[src/rtl/ocp_block_copier_pkg.sv]
// Shared OCP constants, bus widths and address helpers for the block copier.
package ocp_block_copier_pkg;

   // Bus widths
   localparam int ADDR_WIDTH = 32;
   localparam int DATA_WIDTH = 32;
   localparam int BEN_WIDTH  = DATA_WIDTH / 8;

   // OCP MCmd encodings
   localparam logic [2:0] OCP_CMD_IDLE = 3'b000;
   localparam logic [2:0] OCP_CMD_WR   = 3'b001;
   localparam logic [2:0] OCP_CMD_RD   = 3'b010;

   // OCP SResp encodings
   localparam logic [1:0] OCP_RESP_DVA = 2'b01;
   localparam logic [1:0] OCP_RESP_ERR = 2'b11;

   // Byte distance between consecutive 32-bit words
   localparam logic [ADDR_WIDTH-1:0] WORD_BYTES = ADDR_WIDTH'(4);

   // Force a byte address onto a 32-bit word boundary
   function automatic logic [ADDR_WIDTH-1:0] word_align(input logic [ADDR_WIDTH-1:0] addr);
      return addr & ~ADDR_WIDTH'(3);
   endfunction

endpackage

[src/rtl/ocp_block_copier.sv]
// OCP initiator that copies a block of 32-bit words from src to dst, one
// read followed by one write per word, aborting on an error response.
module ocp_block_copier
   import ocp_block_copier_pkg::*;
#(
   parameter int CNT_WIDTH = 16
) (
   input  logic                  clk,
   input  logic                  rst,
   input  logic                  i_start,
   input  logic [ADDR_WIDTH-1:0] i_src,
   input  logic [ADDR_WIDTH-1:0] i_dst,
   input  logic [CNT_WIDTH-1:0]  i_count,
   output logic                  o_busy,
   output logic                  o_done,
   output logic                  o_error,
   output logic [CNT_WIDTH-1:0]  o_words,
   output logic [ADDR_WIDTH-1:0] o_MAddr,
   output logic [2:0]            o_MCmd,
   output logic [DATA_WIDTH-1:0] o_MData,
   output logic [BEN_WIDTH-1:0]  o_MByteEn,
   input  logic                  i_SCmdAccept,
   input  logic [DATA_WIDTH-1:0] i_SData,
   input  logic [1:0]            i_SResp
);

   typedef enum logic [1:0] {
      S_IDLE    = 2'd0,
      S_RD_CMD  = 2'd1,
      S_RD_WAIT = 2'd2,
      S_WR_CMD  = 2'd3
   } state_t;

   state_t                state, state_nxt;
   logic [ADDR_WIDTH-1:0] src_ptr, dst_ptr, src_nxt, dst_nxt;
   logic [DATA_WIDTH-1:0] data_buf, buf_nxt;
   logic [CNT_WIDTH-1:0]  remaining;
   logic                  start_copy, start_empty, rd_ok, wr_ok, wr_last, abort;

   // Next-state decode plus next pointer/buffer values; outputs are registered
   // from these so every OCP signal leaves a flop.
   always_comb begin
      state_nxt   = state;
      start_copy  = 1'b0;
      start_empty = 1'b0;
      rd_ok       = 1'b0;
      wr_ok       = 1'b0;
      abort       = 1'b0;
      wr_last     = (remaining == CNT_WIDTH'(1));
      case (state)
         S_IDLE: begin
            if (i_start) begin
               if (i_count == '0) begin
                  start_empty = 1'b1;
               end else begin
                  start_copy = 1'b1;
                  state_nxt  = S_RD_CMD;
               end
            end
         end
         S_RD_CMD: begin
            // A response is only meaningful once the read has been accepted
            if (i_SCmdAccept) begin
               if (i_SResp == OCP_RESP_DVA) begin
                  rd_ok     = 1'b1;
                  state_nxt = S_WR_CMD;
               end else if (i_SResp == OCP_RESP_ERR) begin
                  abort     = 1'b1;
                  state_nxt = S_IDLE;
               end else begin
                  state_nxt = S_RD_WAIT;
               end
            end
         end
         S_RD_WAIT: begin
            if (i_SResp == OCP_RESP_DVA) begin
               rd_ok     = 1'b1;
               state_nxt = S_WR_CMD;
            end else if (i_SResp == OCP_RESP_ERR) begin
               abort     = 1'b1;
               state_nxt = S_IDLE;
            end
         end
         S_WR_CMD: begin
            if (i_SCmdAccept) begin
               wr_ok     = 1'b1;
               state_nxt = wr_last ? S_IDLE : S_RD_CMD;
            end
         end
         default: state_nxt = S_IDLE;
      endcase

      src_nxt = src_ptr;
      dst_nxt = dst_ptr;
      buf_nxt = data_buf;
      if (start_copy || start_empty) begin
         src_nxt = word_align(i_src);
         dst_nxt = word_align(i_dst);
      end
      // Pointers wrap naturally at the address width
      if (wr_ok) begin
         src_nxt = src_ptr + WORD_BYTES;
         dst_nxt = dst_ptr + WORD_BYTES;
      end
      if (rd_ok) begin
         buf_nxt = i_SData;
      end
   end

   // State register
   always_ff @(posedge clk) begin
      if (rst) begin
         state <= S_IDLE;
      end else begin
         state <= state_nxt;
      end
   end

   // Address pointers and read data buffer; only consumed after a start loads them
   always_ff @(posedge clk) begin
      src_ptr  <= src_nxt;
      dst_ptr  <= dst_nxt;
      data_buf <= buf_nxt;
   end

   // Registered status, progress counter and OCP request outputs
   always_ff @(posedge clk) begin
      if (rst) begin
         remaining <= '0;
         o_busy    <= 1'b0;
         o_done    <= 1'b0;
         o_error   <= 1'b0;
         o_words   <= '0;
         o_MCmd    <= OCP_CMD_IDLE;
         o_MAddr   <= '0;
         o_MData   <= '0;
         o_MByteEn <= '0;
      end else begin
         o_busy <= (state_nxt != S_IDLE);
         o_done <= start_empty | abort | (wr_ok & wr_last);
         if (start_copy || start_empty) begin
            remaining <= i_count;
            o_words   <= '0;
            o_error   <= 1'b0;
         end
         if (wr_ok) begin
            remaining <= remaining - CNT_WIDTH'(1);
            o_words   <= o_words + CNT_WIDTH'(1);
         end
         if (abort) begin
            o_error <= 1'b1;
         end
         case (state_nxt)
            S_RD_CMD: begin
               o_MCmd    <= OCP_CMD_RD;
               o_MAddr   <= src_nxt;
               o_MByteEn <= '1;
            end
            S_WR_CMD: begin
               o_MCmd    <= OCP_CMD_WR;
               o_MAddr   <= dst_nxt;
               o_MData   <= buf_nxt;
               o_MByteEn <= '1;
            end
            default: begin
               o_MCmd    <= OCP_CMD_IDLE;
               o_MByteEn <= '0;
            end
         endcase
      end
   end

endmodule

[config.mk]
export PLATFORM = sky130hd
export DESIGN_NAME = ocp_block_copier
export DESIGN_NICKNAME = d
export VERILOG_FILES = /design/src/rtl/ocp_block_copier_pkg.sv /design/src/rtl/ocp_block_copier.sv
export SDC_FILE = /design/constraint.sdc
export NUM_CORES = 1
export LEC_CHECK = 0
export CAP_MARGIN = 20
export CORE_UTILIZATION = 43
export CTS_CLUSTER_SIZE = 12
export DETAILED_ROUTE_END_ITERATION = 10
export PLACE_DENSITY_LB_ADDON = 0.1
export SLEW_MARGIN = 0
export SYNTH_ARGS = -nofsm -noshare
export SYNTH_HDL_FRONTEND = slang
export SYNTH_SLANG_ARGS = --single-unit
[constraint.sdc]
create_clock -name clk -period 3.5 [get_ports clk]
set_clock_uncertainty 0.2 [all_clocks]
set_input_delay 0.525 -clock clk [delete_from_list [all_inputs] [get_ports clk]]
set_output_delay 0.525 -clock clk [all_outputs]
set_load 0.02 [all_outputs]
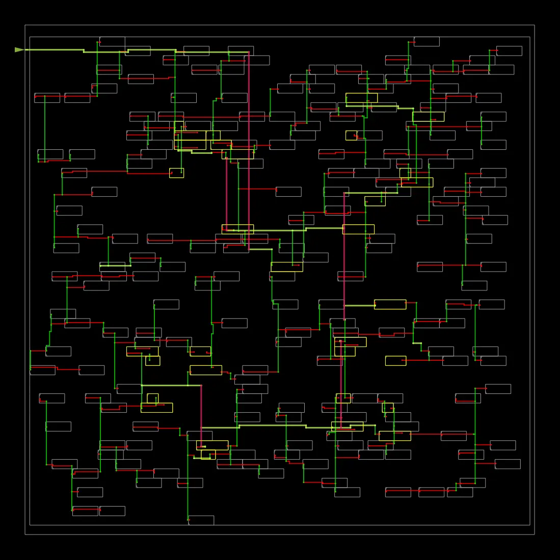
final_clocks.png
latest clock arrival within the worst-skew pair: 0.44 ns
# clk buffers: 17
Num CTS Buffers: 17
clock sink total: 199
number of flip-flops and latches: 199

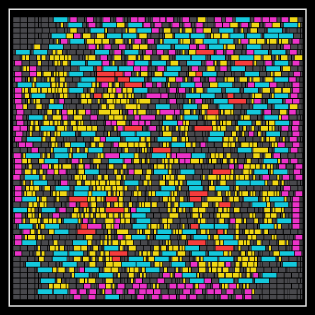
cell_classes.png
(2 px per um) Fill, decap, tap and diode cells in gray.
Yellow marks all other logic, cells 763, share of their area 41%. Cyan marks flip-flops, cells 199, share of their area 34%. Magenta marks other buffers and delay cells, cells 243, share of their area 20%. Red marks clock drivers and dummy loads, cells 32, share of their area 5.1%.

==> results.txt <==
Latest figures from synthesis and place and route.

The flow ran to the end, and the final reports show no timing, DRC or antenna violations. The worst hold slack is 0.2613 ns. For this run, the leading register cell type out of synthesis is dfxtp_1. The max capacitance violation total is 0.

The setup violation total in the final timing report is 0. Ranked by total cell area, the synthesized netlist is headed by dfxtp_1 (44%), nor2_1 (5.8%), mux2i_1 (4.6%), mux2_2 (3.8%), nand2_1 (3.4%). The synthesis log from Yosys contains 0 warnings. Ranked by total area, the top cell class in this layout is multi-input combinational cells.

The placed wire-length estimate after detailed placement is 20.38 mm. Based on the critical path, the design can be clocked at up to 336.6 MHz. Per the final report, the share of cell area in clock cells is 4.964%. For the worst reg-to-reg path, the startpoint reported by OpenROAD is state[1]. CTS placed an instance of clkbuf_16 at the clock tree root.

The first global-routing pass estimated 43.83 mm of wire. After routing the design area is 12200 sq um. The final layout reports a setup TNS of 0 ns.

The H-tree was split into 4 levels. The sort of element at the start of the critical path is a flip-flop. When the netlist entered floorplanning its net count stood at 1155.

Among all stages on the critical path, the largest delay is contributed by a41oi_1. The proportion of synthesized chip area in sequential cells is 43.70%. Counting pins that exceed their max-slew limit in the final report gives 0. The ratio of total power to cell area is 537.8 nW/um^2.

The number of vias per cell is 5.772. After the flow finishes, the layout carries non-filler instances totaling 1507. Before antenna repair, the detailed router went through 5 iterations. The layout overhead on the synthesized area is 33.82%. At the floorplan stage, the core utilization is reported as 44.48%.

Registers are responsible for 44.6% of the overall power. The post-placement cell area is 11590 sq um. Fill cells in the final layout number 1905. Overall power consumption after layout is estimated at 0.006560 W. After clock tree synthesis, the setup repair step added 0 buffers. The post-CTS clock slew at the launch and capture registers of the worst setup and hold paths is 0.08 ns.

In the final layout, the share of cells above drive strength 1 is 10.99%. The critical path endpoint has a required time of 3.61 ns. Gates resized during post-CTS repair numbered 0. The layout has 21 inverters outside the clock class. The transition time recorded at the tightest slew-check pin is 0.6645 ns. The number of hold buffers added after CTS was 0. The global route total overflow is 0. The horizontal die size is 147.6 um. The count of buffers from port buffering is 202. The worst hold path cell count is 2. The global routing report lists met2 layer usage as 39.79%. The total length of routed wires is 28.28 mm. The top cell type's share of synthesized area is 43.70%. Across the whole layout, storage elements make up 32.66% of the cell area. The number of signal-net buffers in the layout is 243. Per the synthesis report, the dominant area consumer among library cells is dfxtp_1.

The area taken by multi-input combinational cells is reported as 4791 sq um. Checking hold timing, the worst path is listed with class flip-flop to flip-flop. Combinational power for this build is 0.00164 W. Looking at the group totals, the largest power group turns out to be registers. Per report_power, the Sequential row totals 0.00293 W. The flow inserted 270 tap cells. The top cell type in the final layout, fill and taps aside, is clkdlybuf4s50_1. Setup repair after global routing left no endpoint under its margin. Wire segments on met2 add up to 12.88 mm in the final route. The clock network power reported by the tool is 0.00199 W. The synthesized netlist occupies a cell area of 9116 sq um. Summing over the stages, the warning tally comes to 34. Counting instances in the post-synthesis netlist gives the leading cell types as dfxtp_1 (199), nor2_1 (141), nand2_1 (82).
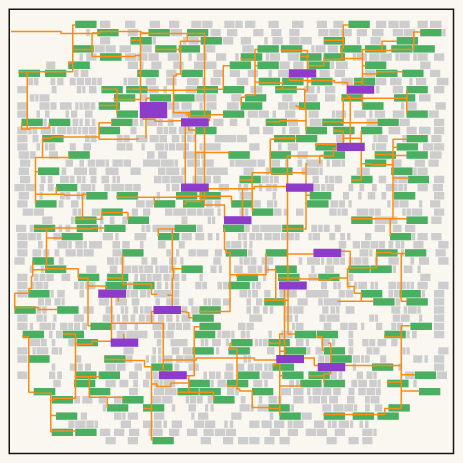
clock_map.png
(3 px per um)
Purple marks cells driving clock nets, count 17. Orange marks clock wires, length 2410 um. Green marks flip-flops, count 199.
Position of the flops: spread over the die.

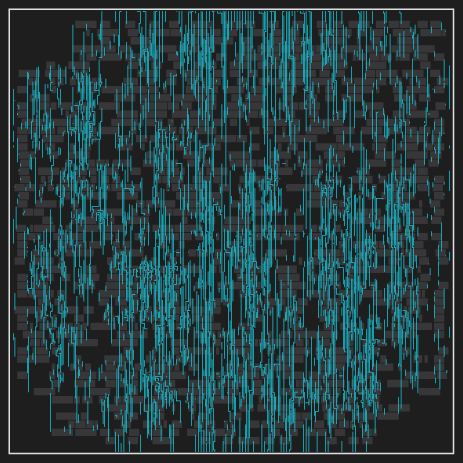
met2.png
(3 px per um) Cells faint in the background.
1138 nets have wire on it. The wires run mostly vertical.

## cells by family (layout without fill, tap and decap cells)
family / Yosys count / count (layout) / synth area share, %
compound gates: 224 / 224 / 18.05
xor+xnor: 2 / 2 / 0.1922
fa+ha+maj: 9 / 9 / 1.235
buf+inv: 87 / 296 / 4.131
flops: 199 / 199 / 43.70
mux: 78 / 78 / 9.058
other cells: 1 / 1 / 0.04114
simple gates: 428 / 428 / 23.59
## sequential cells by signal (all words and copies together) (netlist names)
name	count
remaining	16
o_MData	32
o_MCmd	2
o_busy	1
o_MByteEn	1
src_ptr	32
o_MAddr	32
o_words	16
state	1
o_done	1
dst_ptr	32
data_buf	32
o_error	1
No activity file was given, so power comes from the tool's default toggle rates.
